File: src/rtl/hazard_scoreboard.sv
// hazard_scoreboard
//   Hazard and forwarding controller for the 5-stage RV32I pipeline.
//   Keeps a registered copy of the EX/MEM/WB register-usage metadata and
//   derives operand forwarding selects, pc+4 link-forward selects, the
//   load-use stall and the multi-cycle MDU blocking stall from it.
//
// Ports
//   clk_i, rst_i           clock (rising edge), synchronous active-high reset
//   id_valid_i             ID holds a real instruction
//   id_rs_i                ID source regs, port k at [k*REG_AW +: REG_AW]
//   id_rs_used_i           per-port "source actually read"
//   id_rd_i, id_we_i       ID destination and its write enable
//   id_is_load_i           ID class flag: load
//   id_is_link_i           ID class flag: jal/jalr (result is pc+4)
//   id_is_mdu_i            ID class flag: multi-cycle MDU op
//   flush_i                taken branch/jump resolved in EX, kill ID
//   fwd_sel_o              per port 2 bits: 00 regfile, 01 MEM, 10 WB
//   pc4_sel_o              per port: forwarded value is the producer's pc+4
//   stall_o                hold PC and IF/ID
//   ex/mem/wb_valid_o      stage occupancy
//   mdu_busy_o             MDU countdown non-zero
module hazard_scoreboard #(
    parameter int unsigned NUM_SRC = 2,
    parameter int unsigned REG_AW  = 5,
    parameter int unsigned MDU_LAT = 4
) (
    input  logic                      clk_i,
    input  logic                      rst_i,
    input  logic                      id_valid_i,
    input  logic [NUM_SRC*REG_AW-1:0] id_rs_i,
    input  logic [NUM_SRC-1:0]        id_rs_used_i,
    input  logic [REG_AW-1:0]         id_rd_i,
    input  logic                      id_we_i,
    input  logic                      id_is_load_i,
    input  logic                      id_is_link_i,
    input  logic                      id_is_mdu_i,
    input  logic                      flush_i,
    output logic [2*NUM_SRC-1:0]      fwd_sel_o,
    output logic [NUM_SRC-1:0]        pc4_sel_o,
    output logic                      stall_o,
    output logic                      ex_valid_o,
    output logic                      mem_valid_o,
    output logic                      wb_valid_o,
    output logic                      mdu_busy_o
);

    typedef enum logic [1:0] {
        FWD_RF  = 2'b00,
        FWD_MEM = 2'b01,
        FWD_WB  = 2'b10
    } fwd_e;

    localparam logic [3:0] MDU_CNT_INIT = 4'(MDU_LAT - 1);

    // EX stage metadata
    logic                      ex_valid;
    logic [REG_AW-1:0]         ex_rd;
    logic                      ex_we;
    logic                      ex_link;
    logic                      ex_load;
    logic [NUM_SRC*REG_AW-1:0] ex_rs;
    logic [NUM_SRC-1:0]        ex_rs_used;

    // MEM stage metadata
    logic                      mem_valid;
    logic [REG_AW-1:0]         mem_rd;
    logic                      mem_we;
    logic                      mem_link;

    // WB stage metadata
    logic                      wb_valid;
    logic [REG_AW-1:0]         wb_rd;
    logic                      wb_we;
    logic                      wb_link;

    logic [3:0]                mdu_cnt;
    logic                      mdu_busy;
    logic                      ldu_hit;
    logic                      ldu;
    logic [REG_AW-1:0]         fwd_rs;

    assign mdu_busy = (mdu_cnt != '0);

    // Load-use: a load in EX whose rd is read by the instruction in ID.
    always_comb begin
        ldu_hit = 1'b0;
        for (int unsigned k = 0; k < NUM_SRC; k++) begin
            if (id_rs_used_i[k] && (id_rs_i[k*REG_AW +: REG_AW] == ex_rd))
                ldu_hit = 1'b1;
        end
        ldu = ex_valid && ex_load && ex_we && (ex_rd != '0) && id_valid_i && ldu_hit;
    end

    assign stall_o = ldu | mdu_busy;

    // Forwarding selects from registered state only; MEM is younger and wins.
    always_comb begin
        fwd_sel_o = '0;
        pc4_sel_o = '0;
        fwd_rs    = '0;
        for (int unsigned k = 0; k < NUM_SRC; k++) begin
            fwd_rs = ex_rs[k*REG_AW +: REG_AW];
            if (ex_valid && ex_rs_used[k] && (fwd_rs != '0)) begin
                if (mem_valid && mem_we && (mem_rd == fwd_rs)) begin
                    fwd_sel_o[2*k +: 2] = FWD_MEM;
                    pc4_sel_o[k]        = mem_link;
                end else if (wb_valid && wb_we && (wb_rd == fwd_rs)) begin
                    fwd_sel_o[2*k +: 2] = FWD_WB;
                    pc4_sel_o[k]        = wb_link;
                end
            end
        end
    end

    // WB always takes MEM. MDU countdown holds EX and bubbles MEM; load-use
    // bubbles EX and lets the load move on; otherwise the pipe advances.
    always_ff @(posedge clk_i) begin
        if (rst_i) begin
            ex_valid   <= 1'b0;
            ex_rd      <= '0;
            ex_we      <= 1'b0;
            ex_link    <= 1'b0;
            ex_load    <= 1'b0;
            ex_rs      <= '0;
            ex_rs_used <= '0;
            mem_valid  <= 1'b0;
            mem_rd     <= '0;
            mem_we     <= 1'b0;
            mem_link   <= 1'b0;
            wb_valid   <= 1'b0;
            wb_rd      <= '0;
            wb_we      <= 1'b0;
            wb_link    <= 1'b0;
            mdu_cnt    <= '0;
        end else begin
            wb_valid <= mem_valid;
            wb_rd    <= mem_rd;
            wb_we    <= mem_we;
            wb_link  <= mem_link;
            if (mdu_busy) begin
                mem_valid <= 1'b0;
                mdu_cnt   <= mdu_cnt - 4'd1;
            end else begin
                mem_valid <= ex_valid;
                mem_rd    <= ex_rd;
                mem_we    <= ex_we;
                mem_link  <= ex_link;
                if (ldu) begin
                    ex_valid <= 1'b0;
                end else begin
                    ex_valid   <= id_valid_i & ~flush_i;
                    ex_rd      <= id_rd_i;
                    ex_we      <= id_we_i;
                    ex_link    <= id_is_link_i;
                    ex_load    <= id_is_load_i;
                    ex_rs      <= id_rs_i;
                    ex_rs_used <= id_rs_used_i;
                    mdu_cnt    <= (id_valid_i && !flush_i && id_is_mdu_i) ? MDU_CNT_INIT : '0;
                end
            end
        end
    end

    assign ex_valid_o  = ex_valid;
    assign mem_valid_o = mem_valid;
    assign wb_valid_o  = wb_valid;
    assign mdu_busy_o  = mdu_busy;

    // A flush during a stall is dropped by the pipe; make that visible.
    always_ff @(posedge clk_i) begin
        if (!rst_i) begin
            assert (!(flush_i && stall_o))
                else $warning("hazard_scoreboard: flush_i dropped because stall_o was high");
        end
    end

endmodule

File: config.mk
export PLATFORM = sky130hd
export DESIGN_NAME = hazard_scoreboard
export DESIGN_NICKNAME = d
export VERILOG_FILES = /design/src/rtl/hazard_scoreboard.sv
export SDC_FILE = /design/constraint.sdc
export NUM_CORES = 1
export LEC_CHECK = 0
export CAP_MARGIN = 20
export CELL_PAD_IN_SITES_DETAIL_PLACEMENT = 0
export CELL_PAD_IN_SITES_GLOBAL_PLACEMENT = 1
export CORE_MARGIN = 2
export CORE_UTILIZATION = 42
export DETAILED_ROUTE_END_ITERATION = 10
export HOLD_SLACK_MARGIN = 0.12
export PLACE_DENSITY_LB_ADDON = 0.1
export SLEW_MARGIN = 20
export SYNTH_ARGS = -nofsm -noshare
export SYNTH_HDL_FRONTEND = slang
export SYNTH_SLANG_ARGS = --single-unit
File: constraint.sdc
create_clock -name clk_i -period 3.35 [get_ports clk_i]
set_input_delay 0.67 -clock clk_i [delete_from_list [all_inputs] [get_ports clk_i]]
set_output_delay 0.67 -clock clk_i [all_outputs]
set_load 0.05 [all_outputs]
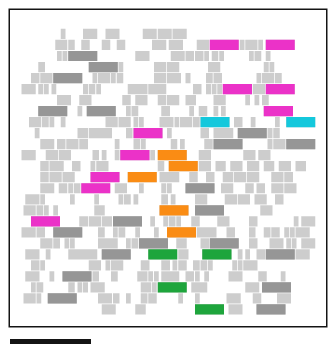
registers.png
Bar = 20 um.
| name in the netlist | colour | flops |
|---|---|---|
| ex_rs_used | cyan | 2 |
| ex_rs | magenta | 10 |
| mem_rd | orange | 5 |
| mdu_cnt | green | 4 |
not coloured: 20

==> run summary <==
run results: P_comb=between 0.001 and 0.0015 W, syn_area_per_cell=about 7.6 sq um, Global Route met3 Usage=0.0407, Startpoint Class=register, fillcell total=522, GP Congestion=0.843, CTS sink count=~40, CTS tree=built, Clk pwr share=0.134, post-synthesis adder-cell area fraction=0.00544, Yosys top cell area share=0.357, Mapped Cells=around 300, # resized after CTS=0, XORs/XNORs by Area=0.114, ys cells=302, Mapped Nets=roughly 330, drt wl/cell=about 14 um, combinational power share=0.493, Distinct cells, synth=36, Top Usage Layer GRT=met2, Post-Route WL=5.76 mm, Top power group=combinational logic, first-iteration detailed-routing DRC count=119, Post-Synth AOI/OAI Area=0.170, met2 routed WL=between 2 and 3 mm, Met3 Wirelength=207 um, Post-synth ARST share=0, top cells by count=61 x nand2_1, 41 x dfxtp_1, 30 x nor2_1, crit path max-delay cell type=clkdlybuf4s50_1, vias in the first global route=1,962, length of the first detailed-routing pass in iterations=4, post-synthesis cell area=around 2300 sq um, switching share of power=0.447, crit path cell chain=xor2_1, nor4_1, nand4_1, mux2i_1, nor2_1, clkdlybuf4s50_1, yosys stat area=about 2300 sq um, clock network power=approximately 0.00032 W, Core Area=5200 sq um, wl on met1=between 2 and 3 mm, setup ws final=197 ps, floorplan utilization=0.442, outcome=finished, final reports clean, Max Freq=317 MHz, Flop pwr share=0.373, CP Max Fanout=4, Final Hold Vio Count=0, Tmin final=approximately 3200 ps, DRC viols=0, postcts setup bufs=0, RSZ-0062 raised after global routing=no, H-tree Lvls=2, chip area=6080 sq um, Layout Area Growth over Synthesis=20.9%
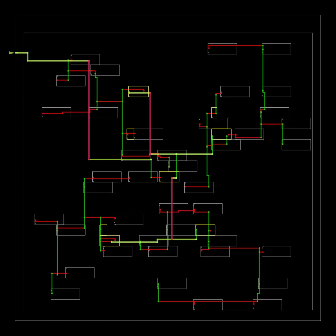
final_clocks.png
clk ins delay skew pair: 300 ps
skew final: 7.88 ps
number of buffers created by CTS: 5
clock buffer count: 6

worst register-to-register path, stage by stage (launching register included):
cell     delay (ps)
dfxtp_1         470
xor2_1          120
nor4_2          340
a32oi_2         180
buf_4           290
or4_1           450
a31oi_1         160
cells in the final DEF (no fill, tap or decap), drive strengths merged, types with 2 or more instances in the layout:
master	count
nand2	61
dfxtp	41
clkdlybuf4s50	33
nor2	30
a21oi	29
and3	20
o311ai	19
xor2	18
xnor2	12
nor2b	8
buf	7
nor4	6
clkbuf	6
inv	6
or4	4
nand4	4
nor3	3
o21ai	3
o211ai	2
mux2i	2
or3	2
a31oi	2
clkinv	2
and2	2
layout make-up:
cell class	count	area, sq um	area share
multi-input combinational	235	1370	0.493
sequential	41	821	0.295
timing repair buffer	40	395	0.142
tap	70	87.6	0.0315
clock buffer	6	72.6	0.0261
inverter	6	22.5	0.00810
clock inverter	2	10.0	0.00360
state kept, by name, indices dropped and copies added, names as in the netlist, 2 cells and up:
register	count
mdu_cnt	4
ex_rs_used	2
ex_rd	5
ex_rs	10
wb_rd	5
mem_rd	5
final timing paths:
| kind | start | endpoint | slack [ps] | depth (start not counted) |
|---|---|---|---|---|
| worst max-delay path | ex_rs[4] | pc4_sel_o[0] | 200 | 6 |
| worst min-delay path | ex_link | mem_link | 460 | 2 |
| worst max register to register | ex_rd[1] | mdu_cnt[0] | 1290 | 6 |
| worst min register to register | ex_link | mem_link | 460 | 2 |
through the flow:
stage               utilization  hold slack [ps]  total power [W]  cells  instance area, sq um
global route              0.534              496          0.00259    400                  2780
finish                    0.534              458          0.00239    400                  2780
CTS                       0.534              463          0.00240    400                  2780
detailed placement        0.519              452          0.00208    392                  2700
global placement          0.519              451          0.00207    392                  2700
floorplan                     -              432          0.00173    302                  2300
Power figures rest on the tool's default switching activity, not on a simulated workload.
